Run 1, cell sizes after repair:
Drawn at 1.5 px/micron.
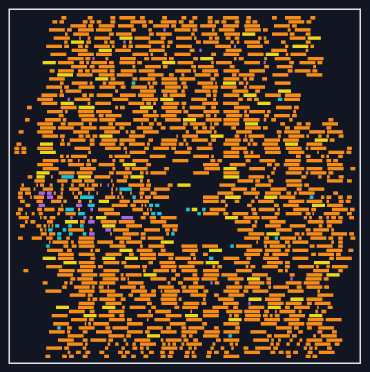
Run 1, placed standard cells:
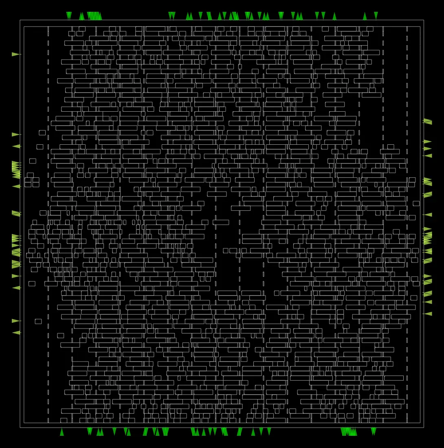
Run 1, met3 routing:
Drawn at 1 px/micron. Cells faint in the background.
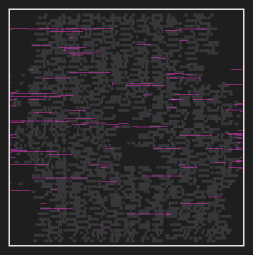
==> config.mk <==
export PLATFORM = sky130hd
export DESIGN_NAME = router_input_channel_flat
export DESIGN_NICKNAME = d
export VERILOG_FILES = /design/src/rtl/noc_pkg.sv /design/src/rtl/router_input_channel_if.sv /design/src/rtl/router_input_channel_vc_fifo.sv /design/src/rtl/router_input_channel.sv /design/src/flat_wrapper.sv
export SDC_FILE = /design/constraint.sdc
export NUM_CORES = 1
export LEC_CHECK = 0
export CELL_PAD_IN_SITES_DETAIL_PLACEMENT = 1
export CELL_PAD_IN_SITES_GLOBAL_PLACEMENT = 1
export CORE_AREA = 2 2 231 233
export DETAILED_ROUTE_END_ITERATION = 10
export DIE_AREA = 0 0 233 235
export PLACE_DENSITY_LB_ADDON = 0.25
export SLEW_MARGIN = 30
export SYNTH_ARGS = -nofsm -noshare
export SYNTH_HDL_FRONTEND = slang
export SYNTH_SLANG_ARGS = --single-unit
==> constraint.sdc <==
create_clock -name clk -period 9 [get_ports clk]
set_input_delay 1.8 -clock clk [delete_from_list [all_inputs] [get_ports clk]]
set_output_delay 1.8 -clock clk [all_outputs]
set_load 0.01 [all_outputs]
==> src/rtl/noc_pkg.sv <==
// Shared NoC types and constants.
// Used by the router ingress channel and its VC FIFOs.
package noc_pkg;

  localparam int FLIT_W = 64;
  localparam int NUM_VC = 2;

  localparam logic VC0 = 1'b0;
  localparam logic VC1 = 1'b1;

  typedef logic [FLIT_W-1:0] flit_t;

endpackage

==> src/rtl/router_input_channel_if.sv <==
// Link-side and switch-side signals of one router input port.
// master drives the link and grants; slave is the channel.
interface router_input_channel_if
  import noc_pkg::*;
#(
  parameter int WIDTH = FLIT_W
) ();

  logic             polarity;
  logic             send_in;
  logic [WIDTH-1:0] data_in;
  logic             ready_out;
  logic             req;
  logic [WIDTH-1:0] data_out;
  logic             grant;
  logic             drop_err;

  modport master (
    output polarity,
    output send_in,
    output data_in,
    output grant,
    input  ready_out,
    input  req,
    input  data_out,
    input  drop_err
  );

  modport slave (
    input  polarity,
    input  send_in,
    input  data_in,
    input  grant,
    output ready_out,
    output req,
    output data_out,
    output drop_err
  );

endinterface

==> src/rtl/router_input_channel_vc_fifo.sv <==
// Single-clock first-word-fall-through FIFO for one VC.
// Writes when full and reads when empty are ignored.
module vc_fifo #(
  parameter  int WIDTH = 64,
  parameter  int DEPTH = 4,
  localparam int AW    = $clog2(DEPTH)
) (
  input  logic             clk,
  input  logic             reset,
  input  logic             wr_en,
  input  logic [WIDTH-1:0] wr_data,
  input  logic             rd_en,
  output logic             empty,
  output logic [AW:0]      count,
  output logic [WIDTH-1:0] head
);

  localparam logic [AW:0] CNT_MAX = (AW+1)'(DEPTH);

  logic [WIDTH-1:0] mem [DEPTH];
  logic [AW-1:0]    wr_ptr;
  logic [AW-1:0]    rd_ptr;
  logic             full;
  logic             do_wr;
  logic             do_rd;

  assign full  = (count == CNT_MAX);
  assign empty = (count == '0);
  assign do_wr = wr_en && !full;
  assign do_rd = rd_en && !empty;
  assign head  = mem[rd_ptr];

  always_ff @(posedge clk) begin
    if (reset) begin
      wr_ptr <= '0;
      rd_ptr <= '0;
      count  <= '0;
    end else begin
      if (do_wr) wr_ptr <= wr_ptr + 1'b1;
      if (do_rd) rd_ptr <= rd_ptr + 1'b1;
      count <= count
             + {{AW{1'b0}}, do_wr}
             - {{AW{1'b0}}, do_rd};
    end
  end

  // Storage is deliberately left out of reset.
  always_ff @(posedge clk) begin
    if (do_wr && !reset) mem[wr_ptr] <= wr_data;
  end

endmodule

==> src/rtl/router_input_channel.sv <==
// Router ingress: link fills VC[polarity], switch drains
// VC[~polarity]; a flit offered while full sets drop_err.
module router_input_channel
  import noc_pkg::*;
#(
  parameter  int WIDTH = FLIT_W,
  parameter  int DEPTH = 4,
  localparam int AW    = $clog2(DEPTH)
) (
  input logic                   clk,
  input logic                   reset,
  router_input_channel_if.slave ch
);

  localparam logic [AW:0] CNT_MAX = (AW+1)'(DEPTH);

  logic             wvc;
  logic             rvc;
  logic [NUM_VC-1:0] wr_en;
  logic [NUM_VC-1:0] rd_en;
  logic [NUM_VC-1:0] empty;
  logic [AW:0]      cnt  [NUM_VC];
  logic [WIDTH-1:0] head [NUM_VC];

  assign wvc = ch.polarity;
  assign rvc = ~ch.polarity;

  assign ch.ready_out = (cnt[wvc] != CNT_MAX);
  assign ch.req       = !empty[rvc];
  assign ch.data_out  = ch.req ? head[rvc] : '0;

  for (genvar v = 0; v < NUM_VC; v++) begin : g_vc
    assign wr_en[v] = ch.send_in && ch.ready_out
                   && (wvc == 1'(v));
    assign rd_en[v] = ch.req && ch.grant
                   && (rvc == 1'(v));

    vc_fifo #(
      .WIDTH (WIDTH),
      .DEPTH (DEPTH)
    ) u_fifo (
      .clk     (clk),
      .reset   (reset),
      .wr_en   (wr_en[v]),
      .wr_data (ch.data_in),
      .rd_en   (rd_en[v]),
      .empty   (empty[v]),
      .count   (cnt[v]),
      .head    (head[v])
    );
  end

  always_ff @(posedge clk) begin
    if (reset) begin
      ch.drop_err <= 1'b0;
    end else if (ch.send_in && !ch.ready_out) begin
      ch.drop_err <= 1'b1;
    end
  end

endmodule

==> src/flat_wrapper.sv <==
// flat-port wrapper written by rule: the top's interface ports become plain ports
module router_input_channel_flat import noc_pkg::*;
#(
  parameter  int WIDTH = FLIT_W,
  parameter  int DEPTH = 4,
  localparam int AW    = $clog2(DEPTH)
)
  (clk, reset, ch_polarity, ch_send_in, ch_data_in, ch_grant, ch_ready_out, ch_req, ch_data_out, ch_drop_err);
  router_input_channel_if #(.WIDTH(WIDTH)) ch_i ();
  input logic clk;
  input logic reset;
  input wire logic [$bits(ch_i.polarity)-1:0] ch_polarity;
  input wire logic [$bits(ch_i.send_in)-1:0] ch_send_in;
  input wire logic [$bits(ch_i.data_in)-1:0] ch_data_in;
  input wire logic [$bits(ch_i.grant)-1:0] ch_grant;
  output wire logic [$bits(ch_i.ready_out)-1:0] ch_ready_out;
  output wire logic [$bits(ch_i.req)-1:0] ch_req;
  output wire logic [$bits(ch_i.data_out)-1:0] ch_data_out;
  output wire logic [$bits(ch_i.drop_err)-1:0] ch_drop_err;
  assign ch_i.polarity = ch_polarity;
  assign ch_i.send_in = ch_send_in;
  assign ch_i.data_in = ch_data_in;
  assign ch_i.grant = ch_grant;
  assign ch_ready_out = ch_i.ready_out;
  assign ch_req = ch_i.req;
  assign ch_data_out = ch_i.data_out;
  assign ch_drop_err = ch_i.drop_err;
  router_input_channel #(.WIDTH(WIDTH), .DEPTH(DEPTH)) u_core (.clk(clk), .reset(reset), .ch(ch_i));
endmodule
==> run notes, run 1 <==
flow finished, numbers: minimum clock period=6.84 ns, Overall Power=0.00604 W, dominant synthesized flop cell=edfxtp_1, most numerous logic cells after layout=edfxtp_1, mux2i_1, clkdlybuf4s50_1, DRC viols=0, top fanout value on the critical path=40, Main power group=registers, Max Cap Viol=0, seq pwr=0.00283 W, P_sw=0.00147 W, initial antenna violation count=1, Longest Clk Path Bufs=3, Clock Sinks=531, number of port buffers=135, fraction of layout cells with a size suffix above 1=9.37%, CP delay by family, top=buffers and inverters, antenna-violating nets left=0, Max Slew Vio Count=0, Non-clk bufs=152, vias per cell=5.30, ClkCell Share=7.44%, FP Util=39.7%, most frequent logic cell in the layout=edfxtp_1, register fraction of the total cell area=64.2%, hold wc startpoint=u_core.ch.drop_err, Worst Hold Path EP=u_core.ch.drop_err, Avg Cell Area, Syn=18.3 sq um, Internal Power=0.00457 W, Top Ports=136, combinational power=0.000907 W, final period utilization=76.0%, hold depth=2, Top class by area=flip-flops and latches, Post-synth ARST share=0%, most frequent CP cell=clkdlybuf4s50_1, Comb gates=525, setup_tns=0 ns, initial DRC count=564, R2R Path Start=u_core.g_vc[0].u_fifo.count[1], Final WS setup=2.16 ns, count leader, synth=edfxtp_1, type of element launching the critical path=input port, Post-synth EDFFs=512, die area=54800 sq um, Slew headroom=38.4%, WS Path Type=input port to output pin, worst flop-to-flop path endpoint=u_core.g_vc[0].u_fifo.mem[3][24], Lkg Pwr=7.44 nW, Hold WC Path Type=flop to flop, CP required=7.20 ns, Clock Skews=0.0210 ns, status=finished, final reports clean, pre-CTS setup slack=2.22 ns, worst skew pair latency=0.60 ns, post-CTS setup buffer count=0, Final Hold Vio Count=0, Clock Power Share=38.0%, Gate power share=15.0%, combinational share of cell area=18.5%, Layout clock buffers=66, Syn Std Cell Area=20800 sq um, clock group power=0.00229 W, Post-Syn Nets=1218, highest clock rate=146 MHz, Signal buf overhead=6.14%, yosys cell count=1135, Synth Instances=1135, DPL Wire Length=25.6 mm, Worst-path clk slew=0.05 ns, top cells by area=edfxtp_1, mux2i_1, o22ai_1, o21a_1, dfxtp_1, post-cts hold buffer count=0, per-cell routed wire length=23.8 microns, Levels on crit path=6, RSZ-0062 raised after global routing=no, Total GRT Usage=17.5%, GRT overflow=0, register area share after synthesis=75.9%, Critical Path Sink Type=output pin, Yosys cell types=39, Worst Max-Slew Pin Slew=0.920 ns, pin count of the biggest net entering global routing=59
About 'cell sizes after repair':
yellow -> drive 6 and up  # cells 68, share 5.1%
purple -> drive 2  # cells 23, share 1.7%
orange -> drive 1 or less  # cells 1200, share 91%
cyan -> drive 3 to 4  # cells 33, share 2.5%

About 'placed standard cells':
Final Util: 47.0%
post-route insts no fill: 2012
Rows: 84
Tapcells: 688

About 'met3 routing':
wire length on this layer = 1760 microns
longest straight run = 54.7 microns

-- run 1: cells by family (layout without fill, tap and decap cells) --
| family | after synthesis | count (layout) | synth area share (%) |
|---|---|---|---|
| flip-flops | 531 | 531 | 75.9 |
| AND-OR/OR-AND | 200 | 200 | 6.47 |
| buffers and inverters | 79 | 268 | 2.42 |
| XOR/XNOR | 3 | 3 | 0.127 |
| AND/OR/NAND/NOR | 46 | 46 | 1.45 |
| adder cells (fa/ha/maj) | 14 | 14 | 0.916 |
| multiplexers | 262 | 262 | 12.7 |
-- run 1: sequential cells by signal, summed over array words and instances, names as in the netlist, named ones only --
signal,flops
u_core.g_vc.u_fifo.rd_ptr,4
u_core.g_vc.u_fifo.count,6
u_core.g_vc.u_fifo.mem,512
u_core.g_vc.u_fifo.wr_ptr,4
u_core.ch.drop_err,1
-- run 1: through the flow --
step                instance area [sq um]  cells  hold slack [ns]
global route                        24600   2012            0.501
floorplan                           20800   1135            0.454
detailed placement                  22700   1910            0.472
CTS                                 24600   2012            0.488
global placement                    22700   1910            0.463
finish                              24600   2012            0.482
-- run 1: how the worst max path moves through the flow --
| stage | start | endpoint | slack, ns |
|---|---|---|---|
| after CTS | ch_polarity | ch_data_out[11] | 2.21 |
| after detailed placement | ch_polarity | ch_data_out[2] | 2.22 |
| after floorplan | ch_polarity | ch_data_out[53] | 4.60 |
| final | ch_polarity | ch_data_out[2] | 2.16 |
| after global routing | ch_polarity | ch_data_out[27] | 2.05 |
| after global placement | ch_polarity | ch_data_out[58] | 2.07 |
-- run 1: layer usage --
layer,vias to the layer above,part of all wire [%],GRT usage [%]
li1,4834,-,-
met1,5588,46,24.3
met2,182,48,28.5
met3,64,3.7,2.92
met4,2,1.9,4.98
met5,-,0.027,0
Run 1, register map, names as in the netlist:
Drawn at 1.5 px/micron. Other sequential cells in the stronger grey, the rest of the logic in the fainter grey.
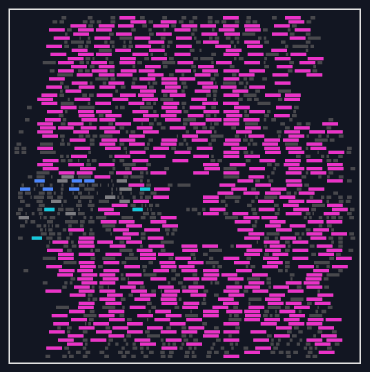

==> run 2, diff against run 1 <==
clock period = 6.71 ns   (was 9 ns; I/O delays follow)
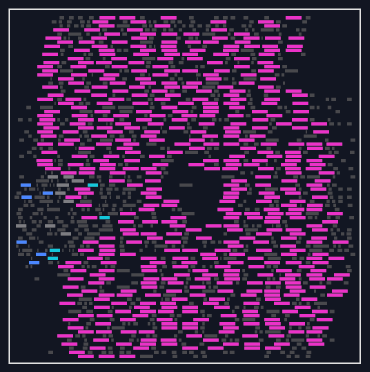
Run 2: register map, names as in the netlist
Drawn at 1.5 px/micron. Other sequential cells in the stronger grey, the rest of the logic in the fainter grey.
cyan -> `u_core.g_vc.u_fifo.wr_ptr`  # flops 4
magenta -> `u_core.g_vc.u_fifo.mem`  # flops 512, where widely spread
blue -> `u_core.g_vc.u_fifo.count`  # flops 6, where left middle
not coloured = 9

==> run 2 against run 1 <==
Clock-buffer cell count rose by 1. Via count fell by 0.36%. Core utilization fell by 0.055 points. Critical path type unchanged. Final cell count rose by 0.30%. Non-clock buffer count rose by 9. Setup slack got worse by 0.86 ns.
==> run notes, run 2 <==
flow finished, numbers: status=finished, final reports clean, biggest regs=u_core.g_vc.u_fifo.mem (512), u_core.g_vc.u_fifo.count (6), minimum clock period=5.41 ns, most frequent logic cell in the layout=edfxtp_1, yosys cell count=1135, AND/OR/NAND/NOR Cells, Area Fraction=1.45%, Reg area=15800 sq um, DR top layer=met5, most numerous logic cells after layout=edfxtp_1, mux2i_1, clkdlybuf4s50_1, GRT overflow=0, Gate power share=16.1%, Ys Warns=0, post-cts hold buffer count=0, Clock Power Share=36.1%, register fraction of the total cell area=64.3%, most frequent CP cell=clkdlybuf4s50_1, final wirelength=48.0 mm, RSZ-0062 raised after global routing=no, dominant synthesized flop cell=edfxtp_1, Clock Sinks=531, Critical Path Sink Type=output pin, delay of the slowest cell on the worst path=0.90 ns, Die Wd=233 microns, Resized Gates After CTS=0, Overall Power=0.00794 W, TritonCTS clock tree=yes, Registers, synthesis=531, Mux cell area share=12.7%, Logic area=4540 sq um, Largest register FFs=512, VDD IR-drop max=0.246 mV, met1 wire length=22.1 mm, Worst-path clk slew=0.06 ns, DR pass1 iterations=6, XOR/XNOR Area Share=0.127%, type of element launching the critical path=input port, Non-clk bufs=161, Lkg Pwr=7.44 nW, R2R setup slack=3.98 ns, H-tree depth=2, Avg Cell Area, Syn=18.3 sq um, initial antenna violation count=5, ClkCell Share=6.81%, register area share after synthesis=75.9%, Final Hold Vio Count=0, post-synth top area share=74.1%, post-CTS setup buffer count=0, Chip Height=235 microns, Max Slew Vio Count=0, Longest Clk Path Bufs=3, Max Cap Viol=0, Internal Power=0.00598 W, vias per cell=5.27, Syn Std Cell Area=20800 sq um, vias in the first global route=11300, # diodes=1, Inverters=14, vias=10600, Slew headroom=40.3%, DRC viols=0, Clock Skews=0.0203 ns, fraction of layout cells with a size suffix above 1=9.63%, FP Util=39.7%, highest clock rate=185 MHz, Tapcells=688, final period utilization=80.7%, Nets=1370, initial DRC count=501, aoi/oai-family share of the synthesized area=6.47%, Comb gates=525, count leader, synth=edfxtp_1, Top Ports=136, top cells by area=edfxtp_1, mux2i_1, o22ai_1, o21a_1, dfxtp_1, Top class by area=flip-flops and latches, Largest Register=u_core.g_vc.u_fifo.mem, Inserted Clock Buffers=54, Post-synth ARST share=0%, worst-path cell chain=clkdlybuf4s50_1 -> nand2_2 -> buf_4 -> o22ai_1 -> o21a_1 -> clkdlybuf4s50_1, stage-log warning count=32, setup_tns=0 ns, GR Util met2=28.9%, gr busiest metal=met2, Adders+Majority by Area=0.916%, met2 wire len=23.2 mm, Hold WC Path Type=flop to flop, Rows=84, WS Path Type=input port to output pin, Core ar.=52200 sq um, critical path arrival=4.07 ns, Layout area overhead=18.2%, pin count of the biggest net entering global routing=65, antenna-violating nets left=0, Pwr Density=324 nW/um^2, CTS root buffer=clkbuf_16, Total GRT Usage=17.6%, P_sw=0.00196 W, worst skew pair latency=0.60 ns, Setup-failing EPs final=0, CP required=5.37 ns, first-pass GRT wire length=72.0 mm, area leader, netlist=edfxtp_1, Yosys cell types=39, combinational share of cell area=18.5%, Post-synth EDFFs=512, met3 usage=3.05%, Seq pwr share=47.8%, number of port buffers=135, met1 Resource Use GR=24.1%, GPL Wtd Cong=0.669, DR WL met3=1.65 mm, flop count=531, Layout clock buffers=67, per-cell routed wire length=23.8 microns, YS chip area=20800 sq um, slowest CP cell=clkdlybuf4s50_1, Signal buf overhead=6.69%, filler instances=4872, Dominant comb cell=multiplexers, Synth Instances=1135, top fanout value on the critical path=31, Switching Fraction=24.6%, die area=54800 sq um, Worst Max-Slew Pin Slew=0.895 ns, Post-Syn Nets=1218, DPL Wire Length=26.5 mm, synth cell count leaders=edfxtp_1, mux2i_1, o22ai_1
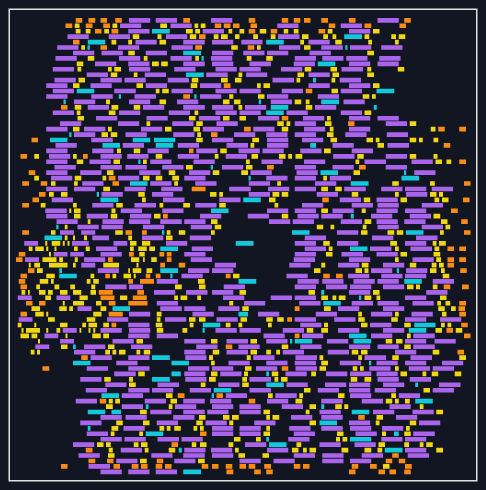
Run 2: cells coloured by class
Drawn at 2 px/micron.
yellow -> all other logic  # cells 539, share of their area 19%
cyan -> clock drivers and dummy loads  # cells 98, share of their area 7.1%
purple -> flip-flops  # cells 531, share of their area 67%
orange -> other buffers and delay cells  # cells 161, share of their area 6.9%

## run 2: netlist changes by cell type in the layout (fill, tap and decap cells not counted), sizes merged
cell and change:
buf +9, bufinv -4, clkinvlp -2, clkbuf +1, diode +1, inv +1
## run 2: power groups by stage
| stage | Combinational [W] | Clock (W) | Sequential, W |
|---|---|---|---|
| 2_1_floorplan | 0.000723 | 0 | 0.00383 |
| 3_3_place_gp | 0.00124 | 0 | 0.00387 |
| 3_5_place_dp | 0.00126 | 0 | 0.00388 |
| 4_1_cts | 0.00127 | 0.00294 | 0.00381 |
| 5_1_grt | 0.00137 | 0.00305 | 0.00380 |
| 6_report | 0.00128 | 0.00287 | 0.00379 |
## run 2: worst max-delay path, delay by kind of cell
| kind | cells | cell delay (ns) |
|---|---|---|
| buffers and inverters | 3 | 1.84 |
| AND-OR/OR-AND | 2 | 0.52 |
| AND/OR/NAND/NOR | 1 | 0.37 |
## run 2: final timing paths
kind | start | endpoint | depth (start not counted)
setup / recovery | ch_polarity | ch_data_out[1] | 6
setup reg to reg | u_core.g_vc[1].u_fifo.count[1] | u_core.g_vc[1].u_fifo.mem[1][63] | 4
hold reg to reg | u_core.ch.drop_err | u_core.ch.drop_err | 2
hold / removal | u_core.ch.drop_err | u_core.ch.drop_err | 2
## run 2: stage by stage
stage	worst slack, ns	area, sq um	instances	hold slack (ns)	utilization (%)
6_report	1.30	24500	2018	0.476	47.0
5_1_grt	1.13	24500	2017	0.496	47.0
4_1_cts	1.16	24500	2015	0.479	46.9
3_5_place_dp	1.18	22800	1917	0.467	43.7
3_3_place_gp	1.24	22800	1917	0.455	43.7
2_1_floorplan	2.96	20800	1135	0.454	-
Run 2, cell sizes after repair:
Drawn at 1.5 px/micron.
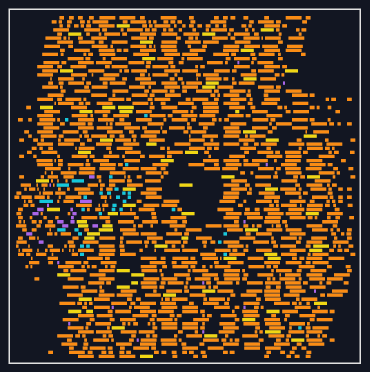

==> run 3, diff against run 2 <==
clock period = 5.2 ns   (was 6.71 ns; I/O delays follow)
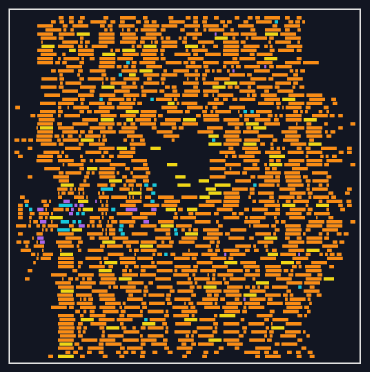
Run 3: cell sizes after repair
Drawn at 1.5 px/micron.
purple -> drive 2  # cells 20, share 1.5%
yellow -> drive 6 and up  # cells 81, share 6.0%
orange -> drive 1 or less  # cells 1207, share 90%
cyan -> drive 3 to 4  # cells 32, share 2.4%

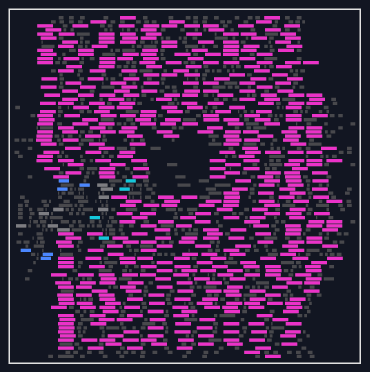
Run 3: register map, names as in the netlist
Drawn at 1.5 px/micron. Other sequential cells in the stronger grey, the rest of the logic in the fainter grey.
blue -> `u_core.g_vc.u_fifo.count`  # flops 6, where left middle
cyan -> `u_core.g_vc.u_fifo.wr_ptr`  # flops 4
magenta -> `u_core.g_vc.u_fifo.mem`  # flops 512, where widely spread
register fraction of the total cell area: 63.6%
Final Util: 47.4%
Reg area: 15800 sq um
seq pwr: 0.00490 W

==> run 3 against run 2 <==
Global-route usage grew 0.50 points. Die size is the same. Cell area grew 1.0%. Sequential share of layout area shrank 0.64 points. Hold slack gained 0.013 ns. Setup slack lost 0.60 ns. Non-clock buffer count grew 9. Wire length grew 1.7%. Sequential power grew 29%. Clock skew shrank 0.0042 ns. Power grew 31%. Clock power grew 33%.
==> run notes, run 3 <==
flow finished, numbers: setup_tns=0 ns, Post-Syn Nets=1218, P_sw=0.00253 W, DR pass1 iterations=5, Overall Power=0.0104 W, GPL Wtd Cong=0.693, die area=54800 sq um, register area share after synthesis=75.9%, Comb gates=525, Yosys cell types=39, status=finished, final reports clean, vias per cell=5.31, Clock Sinks=531, Top class by area=flip-flops and latches, FP Util=39.7%, Synth Instances=1135, Ys Warns=0, H-tree depth=2, per-cell routed wire length=24.1 microns, worst skew pair latency=0.59 ns, synth cell count leaders=edfxtp_1, mux2i_1, o22ai_1, Largest Register=u_core.g_vc.u_fifo.mem, DRC viols=0, type of element launching the critical path=input port, Non-clk bufs=170, biggest regs=u_core.g_vc.u_fifo.mem (512), u_core.g_vc.u_fifo.count (6), yosys cell count=1135, CP required=4.16 ns, met2 wire len=23.8 mm, post-cts hold buffer count=0, Chip Height=235 microns, Core ar.=52200 sq um, Final Hold Vio Count=0, minimum clock period=4.50 ns, Inserted Clock Buffers=55, flop count=531, met3 usage=3.03%, YS chip area=20800 sq um, Signal buf overhead=7.32%, Top Ports=136, highest clock rate=222 MHz, Tapcells=688, top cells by area=edfxtp_1, mux2i_1, o22ai_1, o21a_1, dfxtp_1, Layout clock buffers=80, CTS root buffer=clkbuf_16, post-CTS setup buffer count=0, clock group power=0.00382 W, Rows=84, Gate power share=16.0%, Logic area=4540 sq um, pin count of the biggest net entering global routing=65, met1 wire length=21.9 mm, delay of the slowest cell on the worst path=0.80 ns, GR Util met2=29.7%, vias in the first global route=11800, worst-path cell chain=clkdlybuf4s50_1 -> o31ai_1 -> o21ai_4 -> buf_4 -> nor3b_2 -> clkdlybuf4s50_1, Switching Fraction=24.4%, vias=10800, top fanout value on the critical path=25, ClkCell Share=7.04%, slowest CP cell=clkdlybuf4s50_1, TritonCTS clock tree=yes, area leader, netlist=edfxtp_1, filler instances=4843, Avg Cell Area, Syn=18.3 sq um, gr busiest metal=met2, Worst-path clk slew=0.06 ns
run 3: cell counts after synthesis:
Identical to the previous run, type by type.
run 3: path summary, 6_finish.rpt:
check	from	to	slack, ns	cells past startpoint
max	ch_polarity	ch_data_out[62]	0.70	6
min	u_core.ch.drop_err	u_core.ch.drop_err	0.49	2
max reg2reg	u_core.g_vc[0].u_fifo.count[1]	u_core.g_vc[0].u_fifo.mem[3][4]	2.66	4
min reg2reg	u_core.ch.drop_err	u_core.ch.drop_err	0.49	2
run 3: worst register-to-register path: cells and delay by family, from the launching register on:
kind / cells / cell delay, ns
buf+inv: 1 / 0.36
flops: 1 / 0.48
simple gates: 3 / 1.37
run 3: through the flow:
| stage | setup WS [ns] | hold WS [ns] | cell area [sq um] | cells |
|---|---|---|---|---|
| floorplan | 1.75 | 0.454 | 20800 | 1135 |
| global placement | 0.710 | 0.456 | 23000 | 1928 |
| detailed placement | 0.690 | 0.478 | 23000 | 1928 |
| CTS | 0.679 | 0.489 | 24800 | 2028 |
| global route | 0.573 | 0.515 | 24800 | 2029 |
| finish | 0.701 | 0.489 | 24800 | 2029 |
run 3: cell families (layout without fill, tap and decap cells):
| kind of cell | count (synthesis) | count (layout) | synth area share, % |
|---|---|---|---|
| multiplexers | 262 | 262 | 12.7 |
| AND-OR/OR-AND | 200 | 200 | 6.47 |
| adder cells (fa/ha/maj) | 14 | 14 | 0.916 |
| AND/OR/NAND/NOR | 46 | 46 | 1.45 |
| other | 0 | 1 | 0 |
| XOR/XNOR | 3 | 3 | 0.127 |
| buffers and inverters | 79 | 284 | 2.42 |
| flip-flops | 531 | 531 | 75.9 |
No activity file was given, so power comes from the tool's default toggle rates.
